==> run_1/power_grid.png <==
The bar under the picture is 20 um long. Pins as bars on the die edge. Tap cells in grey.
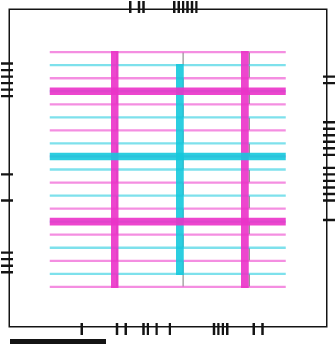
==> run_1/placement_by_type.png <==
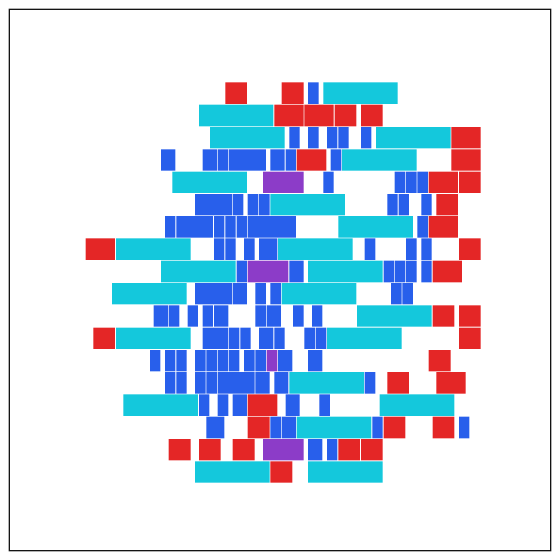
==> run_1/clk_routes.png <==
The bar under the picture is 20 um long.
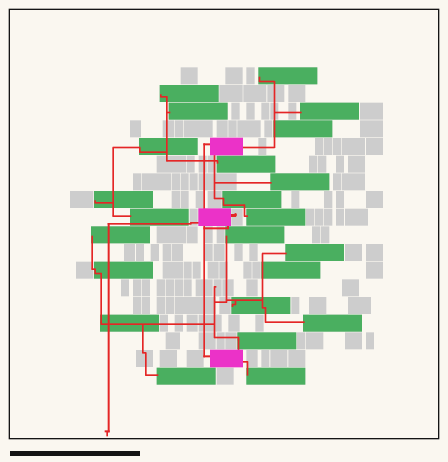
===== src/rtl/key_search_if.sv =====
// ---------------------------------------------------------------------------
// key_search_if
//   Bundles the signals of the key search controller: the search request, the
//   table read port, the Comparator connection and the result.
//   slave  : controller side (key_search_ctrl)
//   master : environment side (requester, table memory, Comparator)
// Signals
//   start, key            search request and key
//   mem_addr, mem_rd      registered table read address / strobe
//   mem_data              table read data, valid the cycle after mem_rd
//   cmp_i1, cmp_i2        Comparator operands (latched key, table entry)
//   cmp_en, cmp_o         Comparator enable and its combinational match result
//   busy, done            search in progress / one-cycle completion pulse
//   found, match_addr     held result of the last completed search
// ---------------------------------------------------------------------------
interface key_search_if #(
   parameter int WIDTH  = 8,
   parameter int ADDR_W = 4
);
   logic              start;
   logic [WIDTH-1:0]  key;
   logic [ADDR_W-1:0] mem_addr;
   logic              mem_rd;
   logic [WIDTH-1:0]  mem_data;
   logic [WIDTH-1:0]  cmp_i1;
   logic [WIDTH-1:0]  cmp_i2;
   logic              cmp_en;
   logic              cmp_o;
   logic              busy;
   logic              done;
   logic              found;
   logic [ADDR_W-1:0] match_addr;

   modport slave (
      input  start, key, mem_data, cmp_o,
      output mem_addr, mem_rd, cmp_i1, cmp_i2, cmp_en,
             busy, done, found, match_addr
   );

   modport master (
      output start, key, mem_data, cmp_o,
      input  mem_addr, mem_rd, cmp_i1, cmp_i2, cmp_en,
             busy, done, found, match_addr
   );
endinterface


===== src/rtl/key_search_ctrl.sv =====
// ---------------------------------------------------------------------------
// key_search_ctrl
//   Sequential search controller in front of a Comparator. Latches a key on
//   START, then walks a synchronous-read table: FETCH issues the read, COMPARE
//   sees the entry on MEM_DATA and samples the Comparator result. Stops at the
//   first match or after entry DEPTH-1 and reports FOUND / MATCH_ADDR with a
//   one-cycle DONE pulse. Two cycles per entry.
// Parameters
//   WIDTH   key / entry width (equal to the Comparator width)
//   ADDR_W  table address width
//   DEPTH   entries searched, 1 <= DEPTH <= 2**ADDR_W
// Ports
//   clk_i   clock, rising edge
//   rst_i   asynchronous active-high reset; aborts a search, clears result
//   bus     key_search_if slave modport (request, table, Comparator, result)
// ---------------------------------------------------------------------------
module key_search_ctrl #(
   parameter int WIDTH  = 8,
   parameter int ADDR_W = 4,
   parameter int DEPTH  = 16
) (
   input  logic         clk_i,
   input  logic         rst_i,
   key_search_if.slave  bus
);

   typedef enum logic [1:0] {IDLE, FETCH, COMPARE} state_t;

   localparam logic [ADDR_W-1:0] LAST = ADDR_W'(DEPTH - 1);

   state_t            state_q;
   logic [WIDTH-1:0]  key_q;
   logic [ADDR_W-1:0] addr_q;
   logic [ADDR_W-1:0] match_q;
   logic              rd_q;
   logic              en_q;
   logic              busy_q;
   logic              done_q;
   logic              found_q;

   always_ff @(posedge clk_i or posedge rst_i) begin
      if (rst_i) begin
         state_q <= IDLE;
         key_q   <= '0;
         addr_q  <= '0;
         match_q <= '0;
         rd_q    <= 1'b0;
         en_q    <= 1'b0;
         busy_q  <= 1'b0;
         done_q  <= 1'b0;
         found_q <= 1'b0;
      end else begin
         done_q <= 1'b0;
         case (state_q)
            IDLE: begin
               // also taken in the DONE cycle, which gives back-to-back searches
               if (bus.start) begin
                  key_q   <= bus.key;
                  addr_q  <= '0;
                  found_q <= 1'b0;
                  match_q <= '0;
                  rd_q    <= 1'b1;
                  busy_q  <= 1'b1;
                  state_q <= FETCH;
               end
            end
            FETCH: begin
               rd_q    <= 1'b0;
               en_q    <= 1'b1;
               state_q <= COMPARE;
            end
            COMPARE: begin
               en_q <= 1'b0;
               if (bus.cmp_o) begin
                  found_q <= 1'b1;
                  match_q <= addr_q;
                  done_q  <= 1'b1;
                  busy_q  <= 1'b0;
                  state_q <= IDLE;
               end else if (addr_q == LAST) begin
                  // end at DEPTH-1 rather than relying on counter wrap
                  found_q <= 1'b0;
                  done_q  <= 1'b1;
                  busy_q  <= 1'b0;
                  state_q <= IDLE;
               end else begin
                  addr_q  <= addr_q + ADDR_W'(1);
                  rd_q    <= 1'b1;
                  state_q <= FETCH;
               end
            end
            default: state_q <= IDLE;
         endcase
      end
   end

   assign bus.mem_addr   = addr_q;
   assign bus.mem_rd     = rd_q;
   assign bus.cmp_i1     = key_q;
   assign bus.cmp_i2     = bus.mem_data;
   assign bus.cmp_en     = en_q;
   assign bus.busy       = busy_q;
   assign bus.done       = done_q;
   assign bus.found      = found_q;
   assign bus.match_addr = match_q;

endmodule


===== src/flat_wrapper.sv =====
// flat-port wrapper written by rule: the top's interface ports become plain ports
module key_search_ctrl_flat 
#(
   parameter int WIDTH  = 8,
   parameter int ADDR_W = 4,
   parameter int DEPTH  = 16
)
  (clk_i, rst_i, bus_start, bus_key, bus_mem_data, bus_cmp_o, bus_mem_addr, bus_mem_rd, bus_cmp_i1, bus_cmp_i2, bus_cmp_en, bus_busy, bus_done, bus_found, bus_match_addr);
  key_search_if #(.WIDTH(WIDTH), .ADDR_W(ADDR_W)) bus_i ();
  input  logic clk_i;
  input  logic rst_i;
  input wire logic [$bits(bus_i.start)-1:0] bus_start;
  input wire logic [$bits(bus_i.key)-1:0] bus_key;
  input wire logic [$bits(bus_i.mem_data)-1:0] bus_mem_data;
  input wire logic [$bits(bus_i.cmp_o)-1:0] bus_cmp_o;
  output wire logic [$bits(bus_i.mem_addr)-1:0] bus_mem_addr;
  output wire logic [$bits(bus_i.mem_rd)-1:0] bus_mem_rd;
  output wire logic [$bits(bus_i.cmp_i1)-1:0] bus_cmp_i1;
  output wire logic [$bits(bus_i.cmp_i2)-1:0] bus_cmp_i2;
  output wire logic [$bits(bus_i.cmp_en)-1:0] bus_cmp_en;
  output wire logic [$bits(bus_i.busy)-1:0] bus_busy;
  output wire logic [$bits(bus_i.done)-1:0] bus_done;
  output wire logic [$bits(bus_i.found)-1:0] bus_found;
  output wire logic [$bits(bus_i.match_addr)-1:0] bus_match_addr;
  assign bus_i.start = bus_start;
  assign bus_i.key = bus_key;
  assign bus_i.mem_data = bus_mem_data;
  assign bus_i.cmp_o = bus_cmp_o;
  assign bus_mem_addr = bus_i.mem_addr;
  assign bus_mem_rd = bus_i.mem_rd;
  assign bus_cmp_i1 = bus_i.cmp_i1;
  assign bus_cmp_i2 = bus_i.cmp_i2;
  assign bus_cmp_en = bus_i.cmp_en;
  assign bus_busy = bus_i.busy;
  assign bus_done = bus_i.done;
  assign bus_found = bus_i.found;
  assign bus_match_addr = bus_i.match_addr;
  key_search_ctrl #(.WIDTH(WIDTH), .ADDR_W(ADDR_W), .DEPTH(DEPTH)) u_core (.clk_i(clk_i), .rst_i(rst_i), .bus(bus_i));
endmodule

===== config.mk =====
export PLATFORM = sky130hd
export DESIGN_NAME = key_search_ctrl_flat
export DESIGN_NICKNAME = d
export VERILOG_FILES = /design/src/rtl/key_search_if.sv /design/src/rtl/key_search_ctrl.sv /design/src/flat_wrapper.sv
export SDC_FILE = /design/constraint.sdc
export NUM_CORES = 1
export LEC_CHECK = 0
export ABC_AREA = 1
export CORE_MARGIN = 8
export CORE_UTILIZATION = 44
export CTS_BUF_LIST = sky130_fd_sc_hd__clkbuf_8 sky130_fd_sc_hd__clkbuf_16
export DETAILED_ROUTE_END_ITERATION = 8
export PLACE_DENSITY = 0.91
export SLEW_MARGIN = 40
export SYNTH_ARGS = -nofsm -noshare
export SYNTH_HDL_FRONTEND = slang
export SYNTH_SLANG_ARGS = --single-unit

===== constraint.sdc =====
create_clock -name clk_i -period 2.25 [get_ports clk_i]
set_input_delay 0.3375 -clock clk_i [delete_from_list [all_inputs] [get_ports clk_i]]
set_output_delay 0.3375 -clock clk_i [all_outputs]
set_load 0.1 [all_outputs]

==> flow_summary.rst, run 1 <==
Physical design figures
=======================

.. list-table::
   :header-rows: 1

   * - Metric
     - Value
   * - Result of the run
     - complete, no violations
   * - Total wire length
     - 2610 um
   * - Effective utilization at floorplan
     - 0.455
   * - Most frequent logic cell in the layout
     - sky130_fd_sc_hd__nand2_1
   * - Sequence of cells on the critical path
     - inv_1 -> ha_1 -> nand2_1 -> o21ai_4 -> o21ai_0 -> nand2_1 -> o21ai_0
   * - Area share of the largest cell type after synthesis
     - 0.525
   * - Area contributors post-synth
     - sky130_fd_sc_hd__dfrtp_1, sky130_fd_sc_hd__nand2_1, sky130_fd_sc_hd__ha_1
   * - Clock transition at the register clock pins on the worst setup and hold paths after CTS
     - 0.08 ns
   * - Highest-count cells in the layout ignoring fill and taps
     - sky130_fd_sc_hd__nand2_1, sky130_fd_sc_hd__dfrtp_1, sky130_fd_sc_hd__buf_4, sky130_fd_sc_hd__inv_1, sky130_fd_sc_hd__clkdlybuf4s50_1
   * - Met3 layer usage reported by global route
     - 0.0186
   * - Clk buf depth
     - 2
   * - DP HPWL
     - 1930 um
   * - Post-Syn Nets
     - 155
   * - Cell class contributing the biggest share of worst-path delay
     - AND-OR/OR-AND gates
   * - Number of design rule violations left after detail routing
     - 0
   * - Layout area overhead
     - 26.4%
   * - Violation count after the first detailed-routing iteration
     - 89
   * - Tool warnings
     - 29
   * - Final net count
     - 183
   * - Final-layout worst hold slack
     - 0.411 ns
   * - Unrepaired setup endpoints after global routing
     - no
   * - Final antenna diode count
     - 0
   * - Aoi/oai-family share of the synthesized area
     - 0.0605
   * - CP endpoint kind
     - register
   * - Fraction of synthesized area in multiplexers
     - 0
   * - Final setup fails
     - 0
   * - Die span in y
     - 65.9 um
   * - Critical Path Source Type
     - register
   * - CP Buf/Inv Count
     - 1
   * - Crit-path slowest cell
     - sky130_fd_sc_hd__dfrtp_1
   * - Final worst-path cycle share
     - 0.820
   * - Main flop type after synthesis
     - sky130_fd_sc_hd__dfrtp_1
   * - # port buffers
     - 32
   * - Number of flip-flops under the largest register name
     - 8
   * - Count of buffers added by post-CTS timing repair for setup
     - 0
   * - Leading post-synthesis cells by instance count
     - sky130_fd_sc_hd__nand2_1, sky130_fd_sc_hd__dfrtp_1, sky130_fd_sc_hd__inv_1, sky130_fd_sc_hd__buf_4, sky130_fd_sc_hd__o21ai_0
   * - Synthesis-stage register bit count
     - 23
   * - Reg2Reg Launch Point
     - u_core.state_q[0]
   * - Highest-utilization routing layer at the global route stage
     - met2
   * - Total via count in the routed design
     - 925
   * - Number of filler cells placed in the layout
     - 205
   * - Slew @ Worst Pin
     - 0.422 ns
   * - Dominant cell type by area after synthesis
     - sky130_fd_sc_hd__dfrtp_1
   * - GR Overflow Total
     - 0
   * - Dpl ws
     - 0.400 ns
   * - Die width
     - 65.9 um
   * - Placer's final routability congestion estimate
     - 0.812
   * - Met2 Track Usage GR
     - 0.231
   * - Xor and xnor area share after synthesis
     - 0.00799
   * - Register-to-Register Path Depth
     - 7
   * - Root buf cell
     - sky130_fd_sc_hd__clkbuf_8
   * - Overall track demand over capacity in global routing
     - 0.127
   * - Share of synthesized cell area in full adder, half adder and majority cells
     - 0.0571
   * - Core Region
     - 2410 um2
   * - Combinational gate area
     - 399 um2
   * - Area of the die
     - 4340 um2
   * - Cells resized by post-CTS repair
     - 0
   * - Highest clock rate
     - 542 MHz
   * - Max cap viols
     - 0
   * - Synth Warn #
     - 0
   * - Number of clock buffers inserted by TritonCTS
     - 3
   * - Clock period minus worst slack
     - 1.85 ns
   * - Yosys cell count
     - 130
   * - Cells after synthesis
     - 130
   * - Post-detailed-route count of antenna-violating nets
     - 0
   * - Layout cells sized above 1
     - 0.172
-- power_grid.png (at the start) --
Key: magenta = VSS; cyan = VDD
30 tap cells. 3 straps on met5.

-- placement_by_type.png (at the start) --
Key: blue = combinational and other logic [cells 97, share of their area 34%]; cyan = flops [cells 23, share of their area 43%]; purple = clock drivers and dummy loads [cells 4, share of their area 3.3%]; red = other buffers and delay cells [cells 33, share of their area 20%]

-- clk_routes.png (at the start) --
Key: magenta = clock drivers [count 3]; green = flip-flops [count 23]; red = clock wires [length 293 um]
There are 4 routed clock nets.

## run 1: final cells by class
type	instances	share of cell area
Inverter	14	0.0379
Tap cell	30	0.0271
Clock inverter	1	0.00271
Timing Repair Buffer	33	0.199
Multi-Input combinational cell	83	0.288
Clock buffer	3	0.0298
Sequential cell	23	0.416
## run 1: worst max path at each step
stage	to	slack, ns	cells after the start
floorplan	u_core.bus.busy	0.43	6
global placement	u_core.bus.match_addr[0]	0.52	6
detailed placement	u_core.bus.match_addr[3]	0.40	6
CTS	u_core.bus.match_addr[3]	0.40	7
global route	u_core.bus.match_addr[3]	0.23	7
finish	u_core.bus.match_addr[3]	0.40	7
## run 1: stage by stage
stage               utilization  area (um2)
floorplan                     -        1100
global placement          0.556        1340
detailed placement        0.556        1340
CTS                       0.575        1390
global route              0.575        1390
finish                    0.575        1390
==> run_1/clocks.png <==
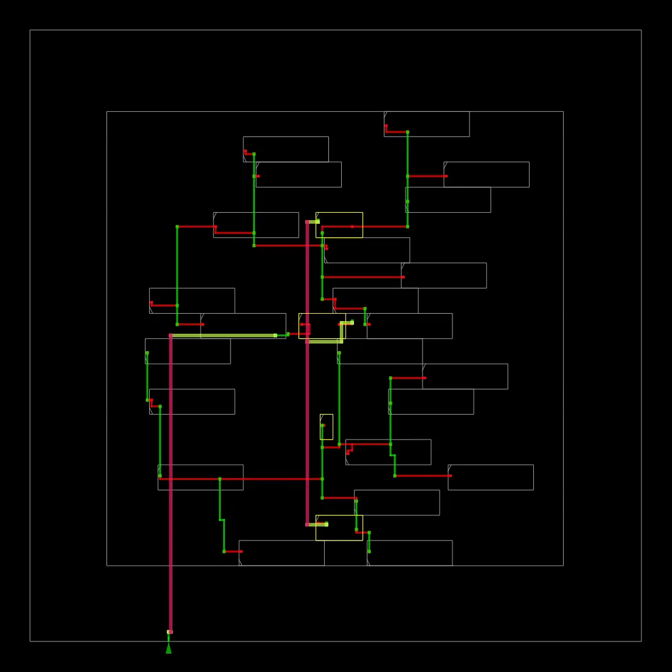

## Run 2: what changed since run 1
--- a/config.mk
+++ b/config.mk
@@ -7,10 +7,10 @@
 export LEC_CHECK = 0
 export ABC_AREA = 1
 export CORE_MARGIN = 8
-export CORE_UTILIZATION = 44
+export CORE_UTILIZATION = 41
 export CTS_BUF_LIST = sky130_fd_sc_hd__clkbuf_8 sky130_fd_sc_hd__clkbuf_16
 export DETAILED_ROUTE_END_ITERATION = 8
-export PLACE_DENSITY = 0.91
+export PLACE_DENSITY = 0.86
 export SLEW_MARGIN = 40
 export SYNTH_ARGS = -nofsm -noshare
 export SYNTH_HDL_FRONTEND = slang
==> constraint.sdc (replaced) <==
create_clock -name clk_i -period 1.8 [get_ports clk_i]
set_input_delay 0.27 -clock clk_i [delete_from_list [all_inputs] [get_ports clk_i]]
set_output_delay 0.27 -clock clk_i [all_outputs]
set_load 0.1 [all_outputs]
==> run_2/clocks.png <==
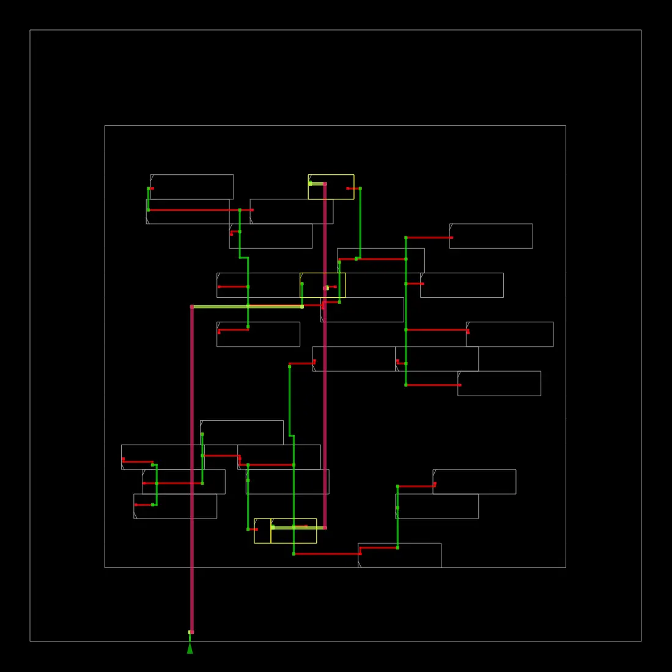
Insertion Delay late pin: 0.27 ns
flip-flops: 23
Clock Sink Count: 23
clk_buf instances: 3

==> run 2 against run 1 <==
  * Count of clock-buffer cells in the layout stayed put
  * Non-clock buffer count is 1 higher
  * Cell count up 0.53%
  * Sequential share of layout area shrank 2.6 points
  * Maximum frequency rose by 11%
  * Via count up 0.54%
  * Highest routed layer unchanged
==> flow_summary.rst, run 2 <==
Physical design figures
=======================

.. list-table::
   :header-rows: 1

   * - Metric
     - Value
   * - Result of the run
     - complete, no violations
   * - Die span in y
     - 67.7 um
   * - Tool warnings
     - 29
   * - Register-to-Register Path Depth
     - 7
   * - Highest-count cells in the layout ignoring fill and taps
     - sky130_fd_sc_hd__nand2_1, sky130_fd_sc_hd__dfrtp_1, sky130_fd_sc_hd__buf_4, sky130_fd_sc_hd__inv_1, sky130_fd_sc_hd__clkdlybuf4s50_1
   * - Synthesis-stage register bit count
     - 23
   * - Number of clock buffers inserted by TritonCTS
     - 3
   * - Cell class contributing the biggest share of worst-path delay
     - AND-OR/OR-AND gates
   * - Synth Warn #
     - 0
   * - Total wire length
     - 2620 um
   * - Well-Tap Cells
     - 30
   * - Sequence of cells on the critical path
     - inv_1 -> ha_1 -> inv_2 -> o21ai_4 -> o21ai_0 -> nand2_1 -> o21ai_0
   * - Overall track demand over capacity in global routing
     - 0.124
   * - Main flop type after synthesis
     - sky130_fd_sc_hd__dfrtp_1
   * - Cells after synthesis
     - 130
   * - Layout area overhead
     - 35.4%
   * - Dominant cell type by area after synthesis
     - sky130_fd_sc_hd__dfrtp_1
   * - Unrepaired setup endpoints after global routing
     - no
   * - Max cap viols
     - 0
   * - Effective utilization at floorplan
     - 0.438
   * - CP Buf/Inv Count
     - 2
   * - Multi-input gate share of the layout cell area
     - 0.269
   * - Cells resized by post-CTS repair
     - 0
   * - Number of filler cells placed in the layout
     - 221
   * - Final net count
     - 184
   * - Fraction of cell area in non-clock buffers
     - 0.250
   * - Clock period minus worst slack
     - 1.65 ns
   * - Root buf cell
     - sky130_fd_sc_hd__clkbuf_8
   * - Area contributors post-synth
     - sky130_fd_sc_hd__dfrtp_1, sky130_fd_sc_hd__nand2_1, sky130_fd_sc_hd__ha_1
   * - Reg2Reg Launch Point
     - u_core.state_q[0]
   * - DP HPWL
     - 2130 um
   * - GR Overflow Total
     - 0
   * - Crit-path slowest cell
     - sky130_fd_sc_hd__dfrtp_1
   * - Final core utilization
     - 0.594
   * - Number of flip-flops under the largest register name
     - 8
   * - Met3 layer usage reported by global route
     - 0.0315
   * - Count of buffers added by post-CTS timing repair for setup
     - 0
   * - Clk buf depth
     - 2
   * - Worst path depth
     - 7
   * - Clock transition at the register clock pins on the worst setup and hold paths after CTS
     - 0.08 ns
   * - Placer's final routability congestion estimate
     - 0.951
   * - Endpoint of the worst setup timing path
     - u_core.bus.match_addr[0]
   * - Final setup fails
     - 0
   * - Clock network contribution to total cell area
     - 0.0312
   * - Post-Syn Nets
     - 155
   * - Slew @ Worst Pin
     - 0.403 ns
   * - Combinational gate area
     - 399 um2
   * - Final antenna diode count
     - 0
   * - Core Region
     - 2500 um2
   * - Final worst-path cycle share
     - 0.919
   * - Bufs w/o clock
     - 34
   * - Violation count after the first detailed-routing iteration
     - 71
   * - #MultiIn Comb
     - 83
   * - # port buffers
     - 32
   * - Yosys cell count
     - 130
   * - Area of the die
     - 4580 um2
   * - Met2 Track Usage GR
     - 0.226
   * - Die width
     - 67.7 um
   * - Placed inst area
     - 1440 um2
   * - Highest-utilization routing layer at the global route stage
     - met2
==> run 2: worst reg2reg max path, stage by stage, from the launching register on <==
cell	delay, ns
sky130_fd_sc_hd__dfrtp_1	0.42
sky130_fd_sc_hd__inv_1	0.11
sky130_fd_sc_hd__ha_1	0.29
sky130_fd_sc_hd__inv_2	0.10
sky130_fd_sc_hd__o21ai_4	0.20
sky130_fd_sc_hd__o21ai_0	0.21
sky130_fd_sc_hd__nand2_1	0.11
sky130_fd_sc_hd__o21ai_0	0.09
==> run 2: cell families after synthesis <==
kind of cell    Yosys count  synth area share
compound gates           11            0.0605
xor+xnor                  1           0.00799
fa+ha+maj                 5            0.0571
buf+inv                  24             0.111
flops                    23             0.525
simple gates             66             0.239
